`config.mk`:
```
export PLATFORM = sky130hd
export DESIGN_NAME = conv_addr_gen
export DESIGN_NICKNAME = d
export VERILOG_FILES = /design/src/rtl/conv_addr_gen.sv
export SDC_FILE = /design/constraint.sdc
export NUM_CORES = 1
export LEC_CHECK = 0
export ABC_AREA = 1
export CORE_ASPECT_RATIO = 0.9
export CORE_UTILIZATION = 43
export CTS_CLUSTER_DIAMETER = 120
export CTS_CLUSTER_SIZE = 12
export DETAILED_ROUTE_END_ITERATION = 8
export PLACE_DENSITY = 0.68
export SLEW_MARGIN = 10
export SYNTH_ARGS = -nofsm -noshare
export SYNTH_HDL_FRONTEND = slang
export SYNTH_SLANG_ARGS = --single-unit
```
`constraint.sdc`:
```
create_clock -name clk -period 3.1 [get_ports clk]
set_input_delay 0.62 -clock clk [delete_from_list [all_inputs] [get_ports clk]]
set_output_delay 0.62 -clock clk [all_outputs]
set_load 0.005 [all_outputs]
```
`src/rtl/conv_addr_gen.sv`:
```
// conv_addr_gen: convolution-window address generator.
// For each job it walks output pixel -> input channel -> kernel tap and
// streams one flat input-map address per valid/ready beat. Stride is set
// per job; zero padding is fixed at elaboration. Beats that fall in the
// padding border are flagged so the consumer can substitute zero.
module conv_addr_gen #(
   parameter  int K   = 3,
   parameter  int N   = 2,
   parameter  int C   = 1,
   parameter  int P   = 0,
   localparam int W   = N * K,
   localparam int AW  = (C * W * W > 1) ? $clog2(C * W * W) : 1,
   localparam int SW  = (K > 1) ? $clog2(K) : 1,
   localparam int PXW = (N * N > 1) ? $clog2(N * N) : 1
) (
   input  logic           clk,
   input  logic           rst,
   input  logic           start,
   input  logic [SW-1:0]  stride,
   output logic           busy,
   output logic           err,
   output logic           addr_valid,
   input  logic           addr_ready,
   output logic [AW-1:0]  addr,
   output logic           addr_pad,
   output logic [PXW-1:0] addr_pixel,
   output logic           addr_last,
   output logic           done
);

   localparam int KW  = (K > 1) ? $clog2(K) : 1;
   localparam int NW  = (N > 1) ? $clog2(N) : 1;
   localparam int CHW = (C > 1) ? $clog2(C) : 1;
   // Signed coordinate width: one bit for the sign, one spare above W.
   localparam int CW  = $clog2(W) + 2;
   localparam logic signed [CW-1:0] W_S = CW'(W);

   typedef enum logic [1:0] {IDLE, RUN, DONE} state_t;

   state_t state, state_d;

   // Counters describing the beat currently presented on the output.
   logic [KW-1:0]  tcol, trow;
   logic [CHW-1:0] ch;
   logic [NW-1:0]  ocol, orow;
   logic [SW-1:0]  job_stride;

   logic [KW-1:0]  tcol_n, trow_n, sel_tcol, sel_trow;
   logic [CHW-1:0] ch_n, sel_ch;
   logic [NW-1:0]  ocol_n, orow_n, sel_ocol, sel_orow;
   logic [SW-1:0]  sel_stride;
   logic [PXW-1:0] pixel_n;

   logic last_tcol, last_trow, last_tap, last_ch, last_ocol, last_orow, last_beat;
   logic stride_ok, handshake, accept, reject, advance, finish;

   logic signed [CW-1:0] row, col;
   logic                 beat_pad, beat_last;
   logic [AW-1:0]        beat_addr;

   assign handshake = addr_valid && addr_ready;
   assign stride_ok = (stride != '0) && (int'(stride) <= K);

   assign last_tcol = (tcol == KW'(K - 1));
   assign last_trow = (trow == KW'(K - 1));
   assign last_tap  = last_tcol && last_trow;
   assign last_ch   = (ch == CHW'(C - 1));
   assign last_ocol = (ocol == NW'(N - 1));
   assign last_orow = (orow == NW'(N - 1));
   assign last_beat = last_tap && last_ch && last_ocol && last_orow;

   // Nested-loop increment: tap column, tap row, channel, pixel column, pixel row.
   always_comb begin
      // NOTE: every combinational output gets a default first so no path leaves it unassigned (no latch).
      tcol_n  = last_tcol ? '0 : tcol + 1'b1;
      trow_n  = trow;
      ch_n    = ch;
      ocol_n  = ocol;
      orow_n  = orow;
      pixel_n = addr_pixel;
      if (last_tcol) trow_n = last_trow ? '0 : trow + 1'b1;
      if (last_tap)  ch_n   = last_ch ? '0 : ch + 1'b1;
      if (last_tap && last_ch) begin
         ocol_n  = last_ocol ? '0 : ocol + 1'b1;
         pixel_n = addr_pixel + 1'b1;
         if (last_ocol) orow_n = last_orow ? '0 : orow + 1'b1;
      end
   end

   // Counters of the beat about to be loaded: origin on start, successor otherwise.
   always_comb begin
      sel_tcol   = tcol_n;
      sel_trow   = trow_n;
      sel_ch     = ch_n;
      sel_ocol   = ocol_n;
      sel_orow   = orow_n;
      sel_stride = job_stride;
      if (state == IDLE) begin
         sel_tcol   = '0;
         sel_trow   = '0;
         sel_ch     = '0;
         sel_ocol   = '0;
         sel_orow   = '0;
         sel_stride = stride;
      end
   end

   // Window coordinates, border test and flat address of the selected beat.
   always_comb begin
      row       = CW'(sel_trow) + CW'(sel_stride) * CW'(sel_orow) - CW'(P);
      col       = CW'(sel_tcol) + CW'(sel_stride) * CW'(sel_ocol) - CW'(P);
      beat_pad  = row[CW-1] || (row >= W_S) || col[CW-1] || (col >= W_S);
      beat_addr = '0;
      if (!beat_pad)
         beat_addr = AW'(sel_ch) * AW'(W * W) + AW'($unsigned(row)) * AW'(W)
                   + AW'($unsigned(col));
      beat_last = (sel_ch == CHW'(C - 1)) && (sel_trow == KW'(K - 1))
               && (sel_tcol == KW'(K - 1));
   end

   // Next-state and control strobes.
   always_comb begin
      state_d = state;
      accept  = 1'b0;
      reject  = 1'b0;
      advance = 1'b0;
      finish  = 1'b0;
      case (state)
         IDLE: if (start) begin
            if (stride_ok) begin
               accept  = 1'b1;
               state_d = RUN;
            end else begin
               reject  = 1'b1;
            end
         end
         RUN: if (handshake) begin
            if (last_beat) begin
               finish  = 1'b1;
               state_d = DONE;
            end else begin
               advance = 1'b1;
            end
         end
         DONE:    state_d = IDLE;
         default: state_d = IDLE;
      endcase
   end

   // State register.
   always_ff @(posedge clk) begin
      // NOTE: clocked state uses non-blocking assignments so all registers update from pre-edge values.
      if (rst) state <= IDLE;
      else     state <= state_d;
   end

   // Registered outputs and loop counters; a beat only changes on start or handshake.
   always_ff @(posedge clk) begin
      if (rst) begin
         busy       <= 1'b0;
         err        <= 1'b0;
         done       <= 1'b0;
         addr_valid <= 1'b0;
         addr       <= '0;
         addr_pad   <= 1'b0;
         addr_pixel <= '0;
         addr_last  <= 1'b0;
         tcol       <= '0;
         trow       <= '0;
         ch         <= '0;
         ocol       <= '0;
         orow       <= '0;
         job_stride <= '0;
      end else begin
         busy <= (state_d != IDLE);
         err  <= reject;
         done <= finish;
         if (accept || advance) begin
            tcol       <= sel_tcol;
            trow       <= sel_trow;
            ch         <= sel_ch;
            ocol       <= sel_ocol;
            orow       <= sel_orow;
            addr       <= beat_addr;
            addr_pad   <= beat_pad;
            addr_last  <= beat_last;
            addr_valid <= 1'b1;
            addr_pixel <= accept ? '0 : pixel_n;
         end else if (finish) begin
            addr_valid <= 1'b0;
         end
         if (accept) job_stride <= stride;
      end
   end

endmodule
```
==> run notes, run 1 <==
fresh numbers from the pnr run: min-delay src job_stride[0], wire length on met2 1.558 mm, Setup Skew 0.003506 ns, Adder Area Share 13.27%, MI comb cells 129, final setup TNS -0.6587 ns, routed length on met3 113 µm, final net count 245, Highest Signal Layer met4, total number of vias 1319, Core ar. 3353 µm², DR pass1 iterations 6, Setup WS post-layout -0.2904 ns, gr usage total 19.96%, I/O Pins 20, reg2reg setup slack -0.29 ns, CTS Root Cell clkbuf_8, Post-CTS Setup Inserts 3, met3 Usage GRT 4.921%, Inverters 27, Post-Syn Instances 185, Starting DRT DRC Count 38, well tap count 44, Top Family by Delay on Critical Path adder cells, CP max FO 3, top cells by count nand2_1, dfxtp_1, inv_1, nor2_1, a21oi_1, Signal buf overhead 17.71%, combinational share of power 18.0%, Synth top area share 33.17%, Area Overhead vs Synth 30.18%, worst r2r dst addr[3], Hold Violations, Final 0, Cell Int Power 0.0004787 W, ao+oa area frac 12.60%, distinct lib cells 31, Inserted Clock Buffers 3, leak pwr 0.8207 nW, syn avg cell area 8.156 µm², Worst Hold End job_stride[0], CTS tree built, Synth Seq Share 33.17%, CTS max path bufs 2, Core Rows 20, final setup fails 3, number of nets with antenna violations after detailed routing 0, PD cells 332.0 nW/µm², Post-synth EDFFs 0, Comb group 0.000118 W, WL final 3.258 mm, type of the worst setup path register to register, fillcell total 312, gpl congestion 0.7984, Die X 64.44 µm, Logic area 903.4 µm², DRC errors left 0, xor/xnor share 0.5804%, cell count of the worst reg-to-reg path 17, Max-slew headroom 77.25%, Comb/total area 45.99%, Cell area leaders dfxtp_1, nand2_1, fa_1, Sw Pwr 0.0001735 W, Critical Path Sink addr[3], tool warnings 30, bufs w/o clock 40, clock share of power 29.4%, Final Cycle Share 109.4%, slowest library cell on the worst path fa_2, yosys warning tally 0, Biggest consumer registers, Floorplan Utilization 45.00%, failing checks negative setup slack, most used cell, CP inv_2, CP Depth 17, Yosys Chip Area 1509 µm², Critical Path RT 3.32 ns, latest clock arrival within the worst-skew pair 0.27 ns, Worst-path clk slew 0.08 ns, die height 58.20 µm, clock network share of area 2.293%, Synth flops 25, Mapped Nets 204, worst path buffer plus inverter count 4, M1 wire length 1.513 mm, first-pass GRT wire length 5.547 mm, hpwl dp 2.519 mm, yosys stat cell total 185, Synth Flop Type dfxtp_1, # diodes 0, dominant kind of combinational cell simple AND/OR/NAND/NOR gates, most frequent cells in the layout nand2_1, dfxtp_1, buf_4, R2R Path Start trow[1], cell area after synthesis 1509 µm², Worst EP arrival 3.61 ns, layout cells sized above 1 32.00%, Max-Cap Viols 0, Worst-Margin Slew 0.3387 ns, H-tree Lvls 1, global route total overflow 0, dominant class by area combinational gates, IO Port Bufs 19, CP max stage delay 0.52 ns, initial antenna violation count 0, largest net degree at the start of global routing 19, type of origin of the critical path register, cts repair resizes 8, Clock Sinks 25, Hold Buf Count CTS 0, most common logic cell in the routed design nand2_1, post-synthesis async set-or-reset flop share 0%, Switching Share 26.60%, Hold Path Class register to register, CP cell instances inv_2 -> nor2_4 -> nand3_2 -> o21ai_1 -> nand2_1 -> nor2_2 -> ha_2 -> fa_1 -> ha_1 -> inv_2 -> fa_2 -> inv_2 -> ha_4 -> inv_2 -> fa_2 -> nand3b_1 -> a21oi_2, CP startpoint trow[1], Final Slew Violations 0, unrepaired setup endpoints after global routing true, clock network power 0.000192 W, Vias/cell 4.903, worst hold path stage count 2, Yosys top cell by area dfxtp_1, die area 3750 µm², seq_cells 25, critical path capture point type register, met1 Track Usage GR 24.02%, area fraction in mux cells 0%, clkbuf count 4, and+or+nand+nor area frac 30.10%, status complete, but fails checks, WHS 0.4699 ns, cell with the most instances after synthesis nand2_1, vias in the first global route 1257, VDD IR max 0.0002742 V, Fmax 294.9 MHz, post-layout min period 3.390 ns, sequential power share 52.5%
## run 1: metrics by stage
step / cell area (µm²) / std cells / power, W / setup slack (ns)
2_1_floorplan: 1523 / 185 / 0.0004252 / -0.2509
3_3_place_gp: 1854 / 262 / 0.0004606 / -0.2167
3_5_place_dp: 1854 / 262 / 0.0004638 / -0.3371
4_1_cts: 1946 / 269 / 0.0006560 / -0.2974
5_1_grt: 1964 / 269 / 0.0006869 / -0.4973
6_report: 1964 / 269 / 0.0006522 / -0.2904
## run 1: sequential cells by signal, indices dropped and copies added, names as in the netlist
signal      flops
addr_last       1
ch              1
err             1
addr_pixel      2
addr            6
trow            2
state           2
last_orow       1
done            1
addr_pad        1
addr_valid      1
tcol            2
last_ocol       1
job_stride      2
busy            1
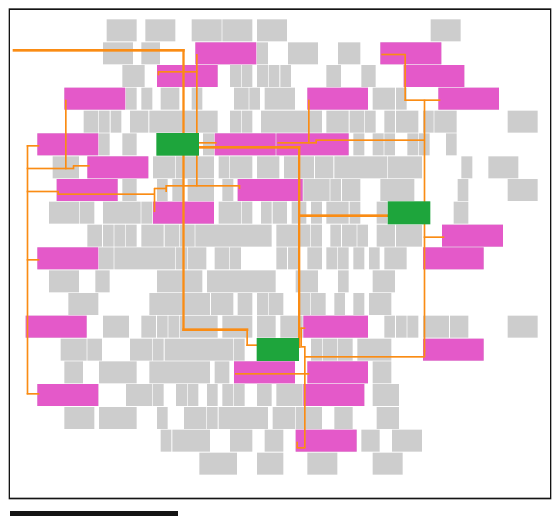
(run_1/clk_routes.png)
Scale bar: 20 µm.
[green] clock drivers | count: 3
[magenta] flip-flops | count: 25
[orange] clock wires | length: 330 µm
routed clock nets: 4

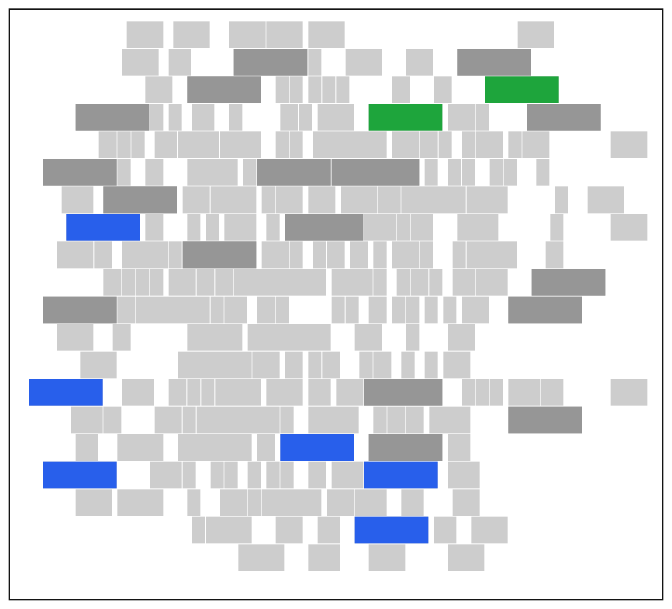
(run_1/flops_by_reg.png)
Other sequential cells in the stronger grey, the rest of the logic in the fainter grey.
[green] state | placed flops: 2
[blue] addr | placed flops: 6
seq pwr: 0.000343 W
sequential cell area: 506.7 µm²
Final Util: 58.58%
flop share of the area: 25.80%

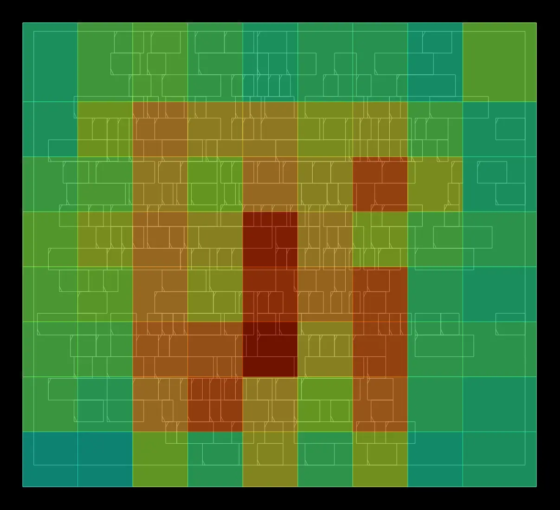
(run_1/congestion.png)
GRT Max-Usage Layer: met2
met2 usage: 33.53%
WL/cell: 12.11 µm

==> run 1 -> run 2 <==
ABC_AREA = default   (was 1)
CORE_ASPECT_RATIO = default   (was 0.9)
PLACE_DENSITY = 0.69   (was 0.68)
==> run 2 against run 1 <==
  * The run still ends with negative setup slack left
  * Sequential share of layout area up 0.26 points
  * Synthesized cell count down 14%
  * Cell count down 6.3%
  * Count of clock-buffer cells in the layout down 1
  * Total power down 13%
  * Utilization up 4.8 points
  * Flip-flop count unchanged
  * Critical path type unchanged
==> run notes, run 2 <==
fresh numbers from the pnr run: die area 3524 µm² (-6.0%), PD cells 290.9 nW/µm² (-12%), cell count of the worst reg-to-reg path 15 (-2), type of the worst setup path register to register, R2R Path Start ch, routed length on met3 97 µm (-14%), most used cell, CP fa_1, status complete, but fails checks, I/O Pins 20 (unchanged), Comb/total area 45.89% (-0.095 points), clkbuf count 3 (-1), worst path buffer plus inverter count 3 (-1), Die X 59.37 µm (-7.9%), post-layout min period 3.654 ns (+0.2633 ns), Worst Hold End addr_last, Post-synth EDFFs 0 (unchanged), Clock Sinks 25 (unchanged), WL/cell 14.19 µm (+17%), cell with the most instances after synthesis dfxtp_1, worst hold path stage count 2 (unchanged), fillcell total 280 (-10%), Core ar. 3078 µm² (-8.2%), critical path capture point type register, Max-Cap Viols 0 (unchanged), sequential power share 59.0% (+6.5 points), Final Slew Violations 0 (unchanged), leak pwr 0.7786 nW (-5.1%), distinct lib cells 42 (+35%), Synth top area share 35.37% (+2.2 points), Synth flops 25 (unchanged), yosys warning tally 0 (unchanged), CP max FO 3 (unchanged), Comb group 0.0000783 W (-34%), Highest Signal Layer met4, Cell Int Power 0.0004142 W (-13%), Critical Path RT 3.36 ns (+0.04 ns), Top reg by flops addr, reg2reg setup slack -0.55 ns (-0.26 ns), global route total overflow 0 (unchanged), clock network power 0.000154 W (-20%), seq pwr 0.000335 W (-2%), largest net degree at the start of global routing 24 (+5), Hold Path Class register to register, final net count 228 (-6.9%), Worst-path clk slew 0.15 ns (+0.07 ns), and+or+nand+nor area frac 27.06% (-3.0 points), well tap count 44 (unchanged), first-pass GRT wire length 6.147 mm (+11%), Top Family by Delay on Critical Path adder cells, Post-Place Cell Area 1884 µm² (+1.6%), yosys stat cell total 159 (-14%), area fraction in mux cells 0% (unchanged), cell area after synthesis 1415 µm² (-6.2%), ao+oa area frac 14.15% (+1.5 points), Sw Pwr 0.0001529 W (-12%), CP cell instances nor3b_4 -> nand3_2 -> xor2_2 -> nor3b_2 -> ha_2 -> fa_1 -> ha_1 -> inv_1 -> fa_1 -> inv_2 -> ha_4 -> inv_2 -> fa_1 -> or3_1 -> a21oi_2, min-delay src addr_last, Mapped Nets 178 (-13%), failing checks negative setup slack, Yosys top cell by area dfxtp_1, Starting DRT DRC Count 53 (+39%), CTS max path bufs 2 (unchanged), Yosys Chip Area 1415 µm² (-6.2%), Core Rows 20 (unchanged), WHS 0.4619 ns (-0.008003 ns), Adder Area Share 14.15% (+0.88 points), Cell area leaders dfxtp_1, fa_1, ha_1, Final Cycle Share 117.9% (+8.5 points), MI comb cells 119 (-7.8%), total number of vias 1326 (+0.53%), syn avg cell area 8.900 µm² (+9.1%), Signal buf overhead 22.08% (+4.4 points), DRC errors left 0 (unchanged), final setup fails 3 (unchanged), Synth Seq Share 35.37% (+2.2 points), Final Power 0.0005671 W (-13%), post-synthesis async set-or-reset flop share 0% (unchanged), CP max stage delay 0.49 ns (-0.03 ns), most frequent cells in the layout buf_4, dfxtp_1, nand2_1, clkdlybuf4s50_1, a21oi_1, Inverters 9 (-67%), bufs w/o clock 51 (+28%), sequential cell area 508.0 µm² (+0.25%), Hold Buf Count CTS 0 (unchanged), cts repair resizes 6 (-2), tool warnings 30 (unchanged), hpwl dp 2.753 mm (+9.3%), Vias/cell 5.262 (+7.3%), Cell Count, Final, Fillers Out 252 (-6.3%), type of origin of the critical path register, slowest library cell on the worst path fa_1, Inserted Clock Buffers 3 (unchanged), most common logic cell in the routed design buf_4, vias in the first global route 1368 (+8.8%), Floorplan Utilization 45.98% (+0.98 points), Post-Syn Instances 159 (-14%), number of nets with antenna violations after detailed routing 0 (unchanged), Max-slew headroom 40.55% (-37 points), final setup TNS -1.379 ns (-0.7205 ns), flop share of the area 26.06% (+0.26 points), Logic area 894.6 µm² (-0.97%), M1 wire length 1.601 mm (+5.8%), # diodes 0 (unchanged), layout cells sized above 1 28.85% (-3.2 points), Worst EP arrival 3.92 ns (+0.31 ns), Final Util 63.33% (+4.8 points), top cells by count dfxtp_1, nand2_1, a21oi_1, nor2_1, nand3_1, wire length on met2 1.803 mm (+16%), Post-CTS Setup Inserts 1 (-2), Largest register FFs 6 (unchanged), Biggest consumer registers, Synth Flop Type dfxtp_1, combinational share of power 13.8% (-4.2 points), clock network share of area 1.412% (-0.88 points), worst slack at placement -0.5985 ns (-0.2614 ns), Setup WS post-layout -0.5537 ns (-0.2633 ns), xor/xnor share 3.095% (+2.5 points), Hold Violations, Final 0 (unchanged), gpl congestion 0.8251 (+3.3%), unrepaired setup endpoints after global routing true, dominant class by area combinational gates, worst r2r dst addr[3], # placed instances 247 (-5.7%), CTS Root Cell clkbuf_4, H-tree Lvls 1 (unchanged), seq_cells 25 (unchanged), WL final 3.577 mm (+9.8%), VDD IR max 0.0002344 V (-15%), initial antenna violation count 0 (unchanged), Switching Share 26.96% (+0.36 points), Worst-Margin Slew 0.8890 ns (+0.5503 ns), CP startpoint ch, Final Cell Area 1949 µm² (-0.76%), CTS tree built, dominant kind of combinational cell simple AND/OR/NAND/NOR gates, Fmax 273.7 MHz (-7.2%), Area Overhead vs Synth 37.75%, gr usage total 23.74% (+3.8 points)
run 2: worst max path at each step:
stage / endpoint / slack, ns / cells past startpoint
5_1_grt: addr[3] / -0.73 / 15
6_report: addr[3] / -0.55 / 15
4_1_cts: addr[3] / -0.57 / 15
3_5_place_dp: addr[3] / -0.60 / 15
3_3_place_gp: addr[3] / -0.46 / 15
2_1_floorplan: addr[3] / -0.48 / 15
run 2: metal layers:
| metal | vias up | GRT usage (%) |
|---|---|---|
| met5 | - | 0 |
| met4 | 0 | 10.88 |
| met3 | 9 | 3.275 |
| met2 | 31 | 41.73 |
| met1 | 634 | 28.45 |
| li1 | 652 | - |
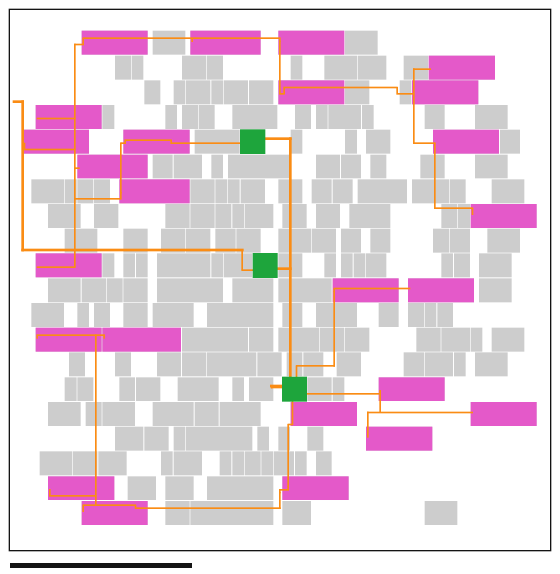
(run_2/clk_routes.png)
Scale bar: 20 µm.
clock share of power: 27.2%
Setup Skew: 0.007370 ns
latest clock arrival within the worst-skew pair: 0.33 ns

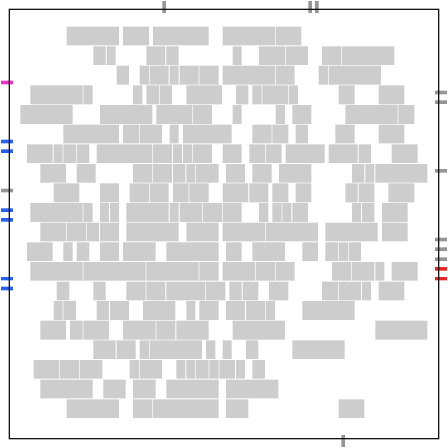
(run_2/io_placement.png)
Pins as bars across the die edge, other pins in grey.
[red] addr_pixel | pins: 2 | direction: output | edge: right
[blue] addr | pins: 6 | direction: output | edge: left
[magenta] clk | pins: 1 | direction: input | edge: left
die height: 59.37 µm
IO Port Bufs: 19

==> run 2 -> run 3 <==
ABC_AREA = 1   (was default)
CAP_MARGIN = 20   (was default)
DONT_BUFFER_PORTS = 1   (was default)
PLACE_DENSITY = 0.61   (was 0.69)
==> run 3 against run 2 <==
  * The flow still finishes with violations (negative setup slack)
  * First-iteration DRC count rose by 19%
  * Register-to-register slack improved by 0.29 ns
  * Clock power barely moved
  * Total power rose by 5.5%
  * Maximum frequency rose by 8.7%
  * Setup slack improved by 0.29 ns
  * Cell count rose by 6.7%
  * Utilization fell by 7.4 points
  * Count of clock-buffer cells in the layout did not move
  * Synthesized cell count rose by 16%
  * Largest power group unchanged
==> run notes, run 3 <==
fresh numbers from the pnr run: die area 3750 µm² (+6.4%), well tap count 46 (+4.5%), Floorplan Utilization 45.22% (-0.76 points), fillcell total 305 (+8.9%), cts repair resizes 5 (-1), M1 wire length 1.520 mm (-5.1%), VDD IR max 0.0001890 V (-19%), type of origin of the critical path register, DRC errors left 0 (unchanged), first-pass GRT wire length 5.444 mm (-11%), final setup TNS -0.6317 ns (+0.7476 ns), CP max stage delay 0.47 ns (-0.02 ns), cell count of the worst reg-to-reg path 17 (+2), CP max FO 4 (+1), CP Depth 17 (+2), syn avg cell area 8.156 µm² (-8.4%), flop share of the area 27.19% (+1.1 points), Largest register FFs 6 (unchanged), CP startpoint tcol[1], most frequent cells in the layout buf_4, nand2_1, inv_1, dfxtp_1, nor2_1, worst path buffer plus inverter count 4 (+1), clock network power 0.000153 W (about the same), most common logic cell in the routed design buf_4, Area Overhead vs Synth 23.80%, CP cell instances inv_4 -> nor2_4 -> nand3_2 -> o21ai_1 -> nand2_1 -> nor2_1 -> ha_2 -> fa_1 -> ha_1 -> inv_1 -> fa_1 -> inv_1 -> ha_2 -> inv_2 -> fa_2 -> nand3b_1 -> a21oi_2, dominant class by area combinational gates, Post-Place Cell Area 1667 µm² (-12%), gpl congestion 0.8631 (+4.6%), tool warnings 30 (unchanged), MI comb cells 129 (+8.4%), PD cells 320.2 nW/µm² (+10%), global route total overflow 0 (unchanged), combinational share of power 16.7% (+2.9 points), Critical Path Sink addr[3], final net count 243 (+6.6%), top cells by count nand2_1, dfxtp_1, inv_1, nor2_1, a21oi_1, Worst-Margin Slew 0.3867 ns (-0.5023 ns), Worst Hold End trow[0], Top Family by Delay on Critical Path adder cells, cell area after synthesis 1509 µm² (+6.6%), Biggest consumer registers, failing checks negative setup slack, Die X 61.24 µm (+3.2%), wire length on met2 1.621 mm (-10%), Final Slew Violations 0 (unchanged), IO Port Bufs 0 (-19), CTS tree built, Switching Share 28.97% (+2.0 points), slowest library cell on the worst path fa_1, # diodes 0 (unchanged), Yosys top cell by area dfxtp_1, Mapped Nets 204 (+15%), Final Cycle Share 108.4% (-9.4 points), Setup Skew 0.002587 ns (-0.004783 ns), CTS Root Cell clkbuf_4, hpwl dp 2.261 mm (-18%), Clock Sinks 25 (unchanged), seq pwr 0.000345 W (+3%), post-layout min period 3.362 ns (-0.2918 ns), sequential power share 57.7% (-1.3 points), Yosys Chip Area 1509 µm² (+6.6%), Logic area 880.8 µm² (-1.5%), Sw Pwr 0.0001732 W (+13%), Synth Flop Type dfxtp_1, unrepaired setup endpoints after global routing true, die height 61.24 µm (+3.2%), distinct lib cells 31 (-26%), Fmax 297.5 MHz (+8.7%), final setup fails 3 (unchanged), yosys warning tally 0 (unchanged), Final Cell Area 1868 µm² (-4.2%), Synth flops 25 (unchanged), Post-Syn Instances 185 (+16%), Cell Int Power 0.0004249 W (+2.6%), I/O Pins 20 (unchanged), Comb group 0.0000999 W (+28%), Cell area leaders dfxtp_1, nand2_1, fa_1, reg2reg setup slack -0.26 ns (+0.29 ns), layout cells sized above 1 39.46% (+11 points), Post-CTS Setup Inserts 23 (+22), clkbuf count 3 (unchanged), Top reg by flops addr, Synth top area share 33.17% (-2.2 points), leak pwr 0.8212 nW (+5.5%), H-tree Lvls 1 (unchanged), routed length on met3 134 µm (+38%), post-synthesis async set-or-reset flop share 0% (unchanged), Highest Signal Layer met4, Setup WS post-layout -0.2618 ns (+0.2918 ns), Starting DRT DRC Count 63 (+19%), Core ar. 3337 µm² (+8.4%), R2R Path Start tcol[1], Max-slew headroom 74.02% (+33 points), largest net degree at the start of global routing 19 (-21%), Inserted Clock Buffers 3 (unchanged), Signal buf overhead 15.27% (-6.8 points), min-delay src rst, Inverters 27 (+18), sequential cell area 508.0 µm² (unchanged), worst r2r dst addr[3], status complete, but fails checks, Max-Cap Viols 0 (unchanged), clock network share of area 1.474% (+0.061 points), Synth Seq Share 33.17% (-2.2 points), Comb/total area 47.15% (+1.3 points), Core Rows 21 (+5.0%), Final Power 0.0005981 W (+5.5%), number of nets with antenna violations after detailed routing 0 (unchanged), seq_cells 25 (unchanged)
## run 3: cell count changes after synthesis, moves of 5 or more
cell | previous run | this run
nand2_2 | 0 | 9
nor2_1 | 12 | 21
a21oi_1 | 16 | 11
inv_1 | 9 | 23
nand2_1 | 19 | 29
a21oi_2 | 1 | 9
nor3b_1 | 5 | 0
o21ai_0 | 1 | 9
## run 3: kinds of logic after synthesis
group	count (synthesis)	synth area share (%)
AOI/OAI and AO/OA	31	12.60
xor gates and xnor gates	1	0.5805
adders and majority gates	13	13.27
buffers and inverters	31	10.28
DFF	25	33.17
and+or+nand+nor	84	30.10
## run 3: through the flow
stage               std cells  hold slack, ns  util (%)
floorplan                 185          0.4390         -
global placement          245          0.4463     49.94
detailed placement        245          0.4501     49.94
CTS                       272          0.3134     56.21
global route              269          0.3026     55.98
finish                    269          0.3165     55.98
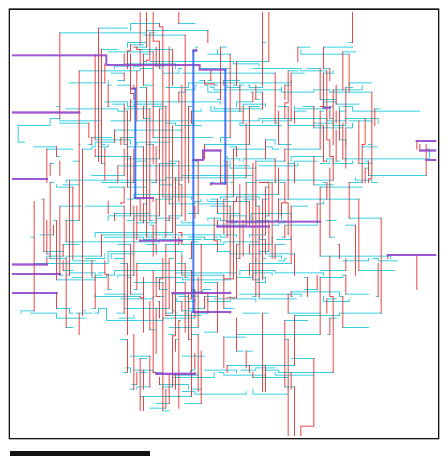
(run_3/wires.png)
Scale bar: 20 µm.
[blue] metal 4 | wire length: 69.4 µm
[red] metal 2 | wire length: 1620 µm
[purple] metal 3 | wire length: 134 µm
[cyan] metal 1 | wire length: 1520 µm
WL/cell: 12.44 µm
WL final: 3.346 mm
gr usage total: 20.11%
total number of vias: 1303

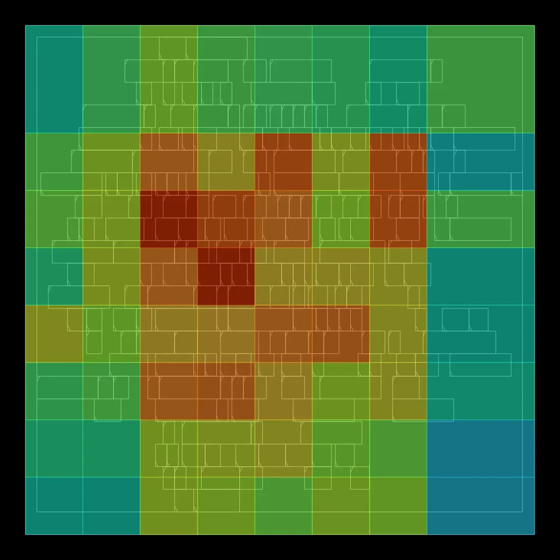
(run_3/congestion.png)
met1 Track Usage GR: 25.45%
Final Util: 55.98%
met3 Usage GRT: 4.832%
met2 usage: 32.76%

Power and IR drop assume default switching activity.
